**The clock network**

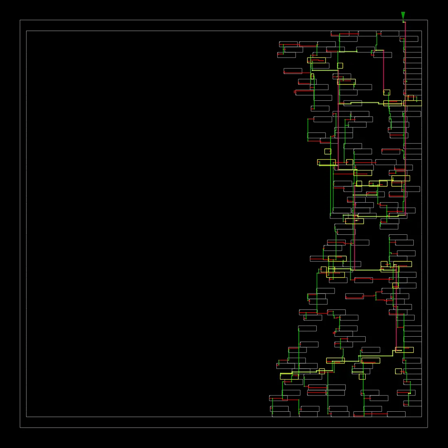
**The metal 1 layer**

(1.5 px per um) Supply wires on this layer in gray.
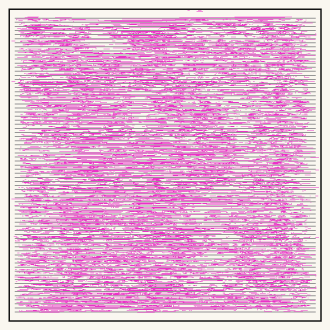
**Cell density map**

(2 px per um) 21 x 21 tiles, from white (low) to dark blue (high), 0 to 100% covered.
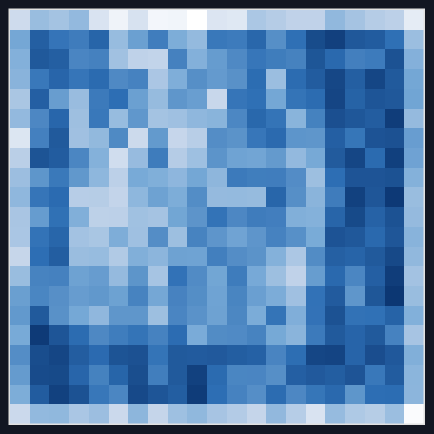
**Clock wires, drivers and flops**

(2 px per um)
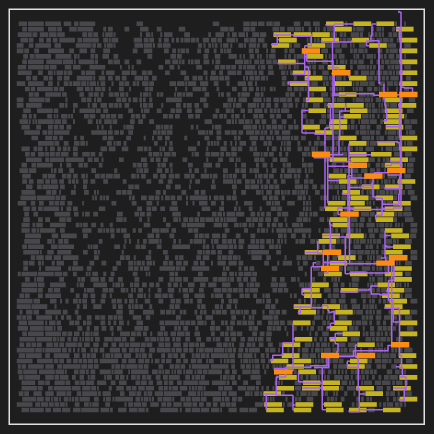
**The metal 3 layer**

(2 px per um)
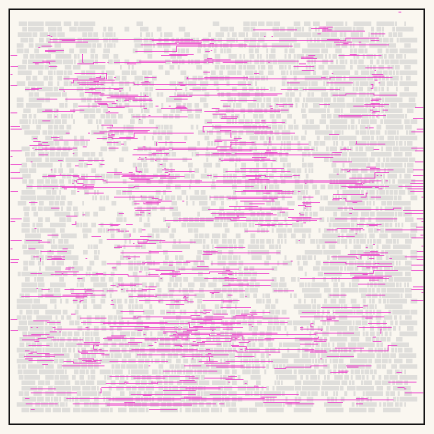
**config.mk**
```make
export PLATFORM = sky130hd
export DESIGN_NAME = alu_multicycle_flat
export DESIGN_NICKNAME = d
export VERILOG_FILES = /design/src/rtl/alu_pkg.sv /design/src/rtl/alu_if.sv /design/src/rtl/alu_iter_unit.sv /design/src/rtl/alu_multicycle.sv /design/src/flat_wrapper.sv
export SDC_FILE = /design/constraint.sdc
export NUM_CORES = 1
export LEC_CHECK = 0
export CAP_MARGIN = 25
export CORE_MARGIN = 3
export CORE_UTILIZATION = 45
export CTS_CLUSTER_SIZE = 30
export DETAILED_ROUTE_END_ITERATION = 8
export HOLD_SLACK_MARGIN = 0.12
export SLEW_MARGIN = 20
export SYNTH_ARGS = -nofsm -noshare
export SYNTH_HDL_FRONTEND = slang
export SYNTH_SLANG_ARGS = --single-unit
export TNS_END_PERCENT = 1
```
**constraint.sdc**
```tcl
create_clock -name clk -period 5.2 [get_ports clk]
set_input_delay 1.3 -clock clk [delete_from_list [all_inputs] [get_ports clk]]
set_output_delay 1.3 -clock clk [all_outputs]
set_load 0.02 [all_outputs]
```
**src/rtl/alu_pkg.sv**
```systemverilog
// Shared types for alu_multicycle: op codes, FSM states and the iterative-op test.
// divu/remu count as iterative only when ALU_DIV_EN is defined.
package alu_pkg;

  typedef enum logic [3:0] {
    OP_ADD   = 4'h0,
    OP_SUB   = 4'h1,
    OP_AND   = 4'h2,
    OP_OR    = 4'h3,
    OP_XOR   = 4'h4,
    OP_SLL   = 4'h5,
    OP_SRL   = 4'h6,
    OP_SRA   = 4'h7,
    OP_SLT   = 4'h8,
    OP_SLTU  = 4'h9,
    OP_MUL   = 4'hA,
    OP_MULHU = 4'hB,
    OP_DIVU  = 4'hC,
    OP_REMU  = 4'hD,
    OP_RSV0  = 4'hE,
    OP_RSV1  = 4'hF
  } alu_op_e;

  typedef enum logic [1:0] {
    IDLE = 2'd0,
    BUSY = 2'd1,
    DONE = 2'd2
  } alu_state_e;

  function automatic logic is_iterative(input alu_op_e op);
    case (op)
      OP_MUL, OP_MULHU: return 1'b1;
`ifdef ALU_DIV_EN
      OP_DIVU, OP_REMU: return 1'b1;
`endif
      default: return 1'b0;
    endcase
  endfunction

endpackage

```
**src/rtl/alu_if.sv**
```systemverilog
// Handshake bundle between the issuing stage (master) and alu_multicycle (slave).
interface alu_if #(parameter int WIDTH = 32);
  logic             in_valid;
  logic             in_ready;
  logic [WIDTH-1:0] operand1;
  logic [WIDTH-1:0] operand2;
  logic [3:0]       alu_op;
  logic             out_valid;
  logic             out_ready;
  logic [WIDTH-1:0] result;
  logic             zero;
  logic             busy;

  modport master (
    output in_valid, operand1, operand2, alu_op, out_ready,
    input  in_ready, out_valid, result, zero, busy
  );

  modport slave (
    input  in_valid, operand1, operand2, alu_op, out_ready,
    output in_ready, out_valid, result, zero, busy
  );
endinterface

```
**src/rtl/alu_iter_unit.sv**
```systemverilog
// Iterative datapath: shift-add multiplier (LSB first) and, with ALU_DIV_EN, a restoring
// divider (MSB first). done is high during the final step; res is that step's outcome.
module alu_iter_unit
  import alu_pkg::*;
#(parameter int WIDTH = 32) (
  input  logic             clk,
  input  logic             rst_n,
  input  logic             start,
  input  alu_op_e          op,
  input  logic [WIDTH-1:0] a,
  input  logic [WIDTH-1:0] b,
  output logic             done,
  output logic [WIDTH-1:0] res
);
  localparam int CW = $clog2(WIDTH);

  logic [CW-1:0]    cnt;
  logic             run;
  alu_op_e          op_q;
  logic [WIDTH-1:0] mcand, hi, lo;
  logic [WIDTH:0]   psum;

  assign psum = {1'b0, hi} + (lo[0] ? {1'b0, mcand} : '0);
  assign done = run & (cnt == CW'(WIDTH - 1));

  always_ff @(posedge clk or negedge rst_n) begin
    if (!rst_n) begin
      cnt   <= '0;
      run   <= 1'b0;
      op_q  <= OP_ADD;
      mcand <= '0;
      hi    <= '0;
      lo    <= '0;
    end else if (start) begin
      cnt   <= '0;
      run   <= 1'b1;
      op_q  <= op;
      mcand <= a;
      hi    <= '0;
      lo    <= b;
    end else if (run) begin
      hi  <= psum[WIDTH:1];
      lo  <= {psum[0], lo[WIDTH-1:1]};
      cnt <= cnt + CW'(1);
      if (done) run <= 1'b0;
    end
  end

`ifdef ALU_DIV_EN
  logic [WIDTH-1:0] dvsr, q, r, dif, q_nxt, r_nxt;
  logic [WIDTH:0]   shl;
  logic             ge;

  // A zero divisor makes ge true every step, giving all-ones and the dividend naturally.
  assign shl   = {r, q[WIDTH-1]};
  assign ge    = shl >= {1'b0, dvsr};
  assign dif   = shl[WIDTH-1:0] - dvsr;
  assign q_nxt = {q[WIDTH-2:0], ge};
  assign r_nxt = ge ? dif : shl[WIDTH-1:0];

  always_ff @(posedge clk or negedge rst_n) begin
    if (!rst_n) begin
      dvsr <= '0;
      q    <= '0;
      r    <= '0;
    end else if (start) begin
      dvsr <= b;
      q    <= a;
      r    <= '0;
    end else if (run) begin
      q <= q_nxt;
      r <= r_nxt;
    end
  end
`endif

  always_comb begin
    res = {psum[0], lo[WIDTH-1:1]};
    case (op_q)
      OP_MULHU: res = psum[WIDTH:1];
`ifdef ALU_DIV_EN
      OP_DIVU:  res = q_nxt;
      OP_REMU:  res = r_nxt;
`endif
      default:  res = {psum[0], lo[WIDTH-1:1]};
    endcase
  end

endmodule

```
**src/rtl/alu_multicycle.sv**
```systemverilog
// WIDTH-bit handshaked ALU; single-cycle ops here, mul/mulhu (and divu/remu when
// ALU_DIV_EN is defined) in alu_iter_unit. All outputs except in_ready are registered.
module alu_multicycle
  import alu_pkg::*;
#(parameter int WIDTH = 32) (
  input logic  clk,
  input logic  rst_n,
  alu_if.slave bus
);
  // state | meaning
  // IDLE  | nothing held, ready to accept
  // BUSY  | iterative op running in alu_iter_unit
  // DONE  | result held until out_ready
  localparam int CW = $clog2(WIDTH);

  alu_state_e       state_q;
  logic             out_valid_q, zero_q, busy_q;
  logic [WIDTH-1:0] result_q, alu_res, iter_res, a, b;
  logic [CW-1:0]    sh;
  logic             in_ready, accept, iter_go, iter_done;
  alu_op_e          op;

  assign a        = bus.operand1;
  assign b        = bus.operand2;
  assign sh       = b[CW-1:0];
  assign op       = alu_op_e'(bus.alu_op);
  assign in_ready = (state_q == IDLE) | ((state_q == DONE) & bus.out_ready);
  assign accept   = bus.in_valid & in_ready;
  assign iter_go  = accept & is_iterative(op);

  assign bus.in_ready  = in_ready;
  assign bus.out_valid = out_valid_q;
  assign bus.result    = result_q;
  assign bus.zero      = zero_q;
  assign bus.busy      = busy_q;

  always_comb begin
    alu_res = '0;
    case (op)
      OP_ADD:  alu_res = a + b;
      OP_SUB:  alu_res = a - b;
      OP_AND:  alu_res = a & b;
      OP_OR:   alu_res = a | b;
      OP_XOR:  alu_res = a ^ b;
      OP_SLL:  alu_res = a << sh;
      OP_SRL:  alu_res = a >> sh;
      OP_SRA:  alu_res = $unsigned($signed(a) >>> sh);
      OP_SLT:  alu_res = {{(WIDTH-1){1'b0}}, $signed(a) < $signed(b)};
      OP_SLTU: alu_res = {{(WIDTH-1){1'b0}}, a < b};
      default: alu_res = '0;
    endcase
  end

  alu_iter_unit #(.WIDTH(WIDTH)) u_iter (
    .clk   (clk),
    .rst_n (rst_n),
    .start (iter_go),
    .op    (op),
    .a     (a),
    .b     (b),
    .done  (iter_done),
    .res   (iter_res)
  );

  always_ff @(posedge clk or negedge rst_n) begin
    if (!rst_n) begin
      state_q     <= IDLE;
      out_valid_q <= 1'b0;
      result_q    <= '0;
      zero_q      <= 1'b0;
      busy_q      <= 1'b0;
    end else begin
      case (state_q)
        IDLE, DONE: begin
          if (accept && iter_go) begin
            state_q     <= BUSY;
            busy_q      <= 1'b1;
            out_valid_q <= 1'b0;
          end else if (accept) begin
            state_q     <= DONE;
            out_valid_q <= 1'b1;
            result_q    <= alu_res;
            zero_q      <= (alu_res == '0);
          end else if (in_ready) begin
            state_q     <= IDLE;
            out_valid_q <= 1'b0;
          end
        end
        BUSY: begin
          if (iter_done) begin
            state_q     <= DONE;
            busy_q      <= 1'b0;
            out_valid_q <= 1'b1;
            result_q    <= iter_res;
            zero_q      <= (iter_res == '0);
          end
        end
        default: state_q <= IDLE;
      endcase
    end
  end

endmodule

```
**src/flat_wrapper.sv**
```systemverilog
// flat-port wrapper written by rule: the top's interface ports become plain ports
module alu_multicycle_flat import alu_pkg::*;
#(parameter int WIDTH = 32)
  (clk, rst_n, bus_in_valid, bus_operand1, bus_operand2, bus_alu_op, bus_out_ready, bus_in_ready, bus_out_valid, bus_result, bus_zero, bus_busy);
  alu_if #(.WIDTH(WIDTH)) bus_i ();
  input logic clk;
  input logic rst_n;
  input wire logic [$bits(bus_i.in_valid)-1:0] bus_in_valid;
  input wire logic [$bits(bus_i.operand1)-1:0] bus_operand1;
  input wire logic [$bits(bus_i.operand2)-1:0] bus_operand2;
  input wire logic [$bits(bus_i.alu_op)-1:0] bus_alu_op;
  input wire logic [$bits(bus_i.out_ready)-1:0] bus_out_ready;
  output wire logic [$bits(bus_i.in_ready)-1:0] bus_in_ready;
  output wire logic [$bits(bus_i.out_valid)-1:0] bus_out_valid;
  output wire logic [$bits(bus_i.result)-1:0] bus_result;
  output wire logic [$bits(bus_i.zero)-1:0] bus_zero;
  output wire logic [$bits(bus_i.busy)-1:0] bus_busy;
  assign bus_i.in_valid = bus_in_valid;
  assign bus_i.operand1 = bus_operand1;
  assign bus_i.operand2 = bus_operand2;
  assign bus_i.alu_op = bus_alu_op;
  assign bus_i.out_ready = bus_out_ready;
  assign bus_in_ready = bus_i.in_ready;
  assign bus_out_valid = bus_i.out_valid;
  assign bus_result = bus_i.result;
  assign bus_zero = bus_i.zero;
  assign bus_busy = bus_i.busy;
  alu_multicycle #(.WIDTH(WIDTH)) u_core (.clk(clk), .rst_n(rst_n), .bus(bus_i));
endmodule
```
==> flow_summary.json <==
{
  "grt.overflow.total": 0,
  "ys_chip_area_um2": 18100,
  "async_reset_ff_frac": 1.00,
  "drt_first_pass_iters": 6,
  "tap-cell-count": 518,
  "buffers": 836,
  "antenna_left": 0,
  "p_per_area_nw_per_um2": 319,
  "num_vias": 22400,
  "die_width_um": 207,
  "grt_max_degree": 77,
  "layout_min_cycle_time_ps": 5440,
  "layout.area.comb_um2": 14200,
  "seqPwrFrac": 0.228,
  "synth_flops": 143,
  "cpMaxStageDelayCell": "or4b_4",
  "crit_path_cell_trace": "buf_6 -> ha_4 -> inv_2 -> fa_2 -> nor2b_4 -> o311ai_4 -> buf_6 -> nand2_2 -> a211o_1 -> a2111o_1 -> a211oi_4 -> o2111ai_2 -> or4_1 -> or4b_4 -> or4_1 -> or4_1 -> o21ai_1",
  "finalWeightedCongestion": 1.10,
  "wl_per_cell_um": 26.0,
  "ys.flop_type": "dfrtp_1",
  "inverters": 106,
  "slew_headroom": 0.410,
  "yosys_warnings": 0,
  "dieArea_um2": 42800,
  "fin_ws_ps": -237,
  "fill_cells": 3342,
  "edf_count": 0,
  "combPwrFrac": 0.635,
  "dominant-cell-class": "multi-input combinational cells",
  "cts_setup_buffers": 10,
  "ys_top_cells_by_count": "nor2_1 (244), nand2_1 (215), a21oi_1 (180)",
  "grt_pass1_wl_um": 133000,
  "drv_cap": 0,
  "cts_made_buffers": 17,
  "outcome": "complete, but fails checks",
  "ff_count": 143,
  "slew_violations": 0,
  "cts.path.max_buffers": 2,
  "hp-class": "flop to flop",
  "p_clk_frac": 0.137,
  "drt-initial-drc-count": 2812,
  "wl_um": 91000,
  "timing.reg2reg.setup_slack_ps": 730,
  "min_path_cells": 2,
  "drive_above_1_share": 0.338,
  "finalSetupViolCount": 1,
  "layout.cells.most_common": "buf_4",
  "min_period_over_period": 1.05,
  "crit_type": "input pin to flop",
  "top_area_frac": 0.197,
  "swShare": 0.461,
  "synth.net_count": 2498,
  "portBuffers": 107,
  "failed_checks": "setup timing",
  "multi_input_comb_cells": 1866,
  "hold_viol": 0,
  "r2r_start": "u_core.u_iter.lo[0]",
  "cts_tree": "done",
  "comb_area_frac": 0.540,
  "synth_cells": 2289,
  "htreeDepth": 4,
  "synth.most_common_cell": "nor2_1",
  "clockRootBuffer": "clkbuf_16",
  "grtUsageTotal": 0.414,
  "r2r-end": "u_core.bus.zero",
  "cts_resized": 51,
  "internal_power_mw": 4.52,
  "tightest_slew_ps": 881,
  "regArea_um2": 3580,
  "min_to": "u_core.bus.result[0]",
  "worstSetupStartpointType": "input pin",
  "highest_layer": "met5",
  "n_clock_buffer": 19,
  "path_clk_slew_ps": 70,
  "layout_top_cells": "buf_4 (698), nor2_1 (236), nand2_1 (214)",
  "cts.sinks": 143,
  "die_h_um": 207,
  "rr_worst_depth": 15,
  "cp_max_fo": 3,
  "cp_data_required_time_ps": 5570,
  "dpl.hpwl_um": 73400,
  "fmax_ghz": 0.184,
  "topCellsByArea": "dfrtp_1 (20%), ha_1 (9.2%), mux4_2 (8.4%)",
  "arrival_ps": 5800,
  "syn_to_final_growth_pct": 44.5,
  "core-area_um2": 39300,
  "p_switching_mw": 3.86,
  "floorplanUtilization": 0.462,
  "end_kind": "flop",
  "io-pin-count": 108,
  "yosys.cell_types.count": 88,
  "ir_worst_vdd_mv": 0.288,
  "syn_area_um2": 18100,
  "ys_seq_frac": 0.197,
  "log.warning_count": 97,
  "grt_pass1_vias": 21600,
  "rsz0062_at_grt": "true"
}
Back to the opening pictures, 'the clock network':
Late-Pin Clk Latency: 440 ps
skew final: 9.71 ps

Back to the opening pictures, 'the metal 1 layer':
share of all routed wire: 40%
longest straight run: 109 um
nets with wire on the layer: 2,944
main direction: horizontal

Back to the opening pictures, 'cell density map':
tiles over 75% full: 28%
nearly empty tiles: 0.20%
fullest tile: 97%
mean over tiles: 60%

Back to the opening pictures, 'clock wires, drivers and flops':
[flip-flops] yellow | count: 143
[clock wires] purple | length: 1,900 um
[cells driving clock nets] orange | count: 17
routed clock nets: 18

Back to the opening pictures, 'the metal 3 layer':
share of all routed wire: 9.8%
main direction: horizontal
longest straight run: 126 um
wire length on this layer: 8,930 um
nets with wire on the layer: 560

==> how the worst max path moves through the flow <==
stage | startpoint | to | slack, ps | cells after the start
after floorplan | bus_operand2[2] | u_core.bus.zero | -510 | 19
after global routing | bus_operand1[6] | u_core.bus.zero | -320 | 15
after CTS | bus_operand1[0] | u_core.bus.zero | -430 | 18
after detailed placement | bus_operand1[0] | u_core.bus.zero | -1280 | 18
after global placement | bus_operand1[0] | u_core.bus.zero | -1170 | 18
final | bus_operand2[0] | u_core.bus.zero | -240 | 17
==> per-layer routing <==
metal | up-vias | global-route usage
met1 | 10900 | 0.548
met5 | - | 0
met3 | 286 | 0.0822
met2 | 1363 | 0.656
li1 | 9871 | -
met4 | 8 | 0.186
==> metrics by stage <==
step / instances / power [mW] / area (um^2) / setup slack, ps
finish: 3501 / 8.37 / 26200 / -237
floorplan: 2289 / 4.94 / 18300 / -515
detailed placement: 3438 / 6.90 / 24600 / -1280
global route: 3501 / 8.86 / 26200 / -320
global placement: 3438 / 6.72 / 24600 / -1170
CTS: 3480 / 8.11 / 25400 / -433
==> power groups by stage <==
stage               registers, mW  logic [mW]  clock network (mW)
detailed placement           1.90        5.00                   0
global route                 1.95        5.71                1.20
global placement             1.88        4.84                   0
finish                       1.91        5.31                1.15
floorplan                    1.87        3.07                   0
CTS                          1.90        5.07                1.15
==> kinds of logic after synthesis <==
| kind of cell | after synthesis | synth area share |
|---|---|---|
| XOR/XNOR | 46 | 0.0222 |
| AND-OR/OR-AND | 713 | 0.261 |
| flip-flops | 143 | 0.197 |
| adder cells (fa/ha/maj) | 137 | 0.0957 |
| AND/OR/NAND/NOR | 765 | 0.201 |
| multiplexers | 205 | 0.162 |
| buffers and inverters | 280 | 0.0613 |
Power is estimated from default activity; no workload was simulated.
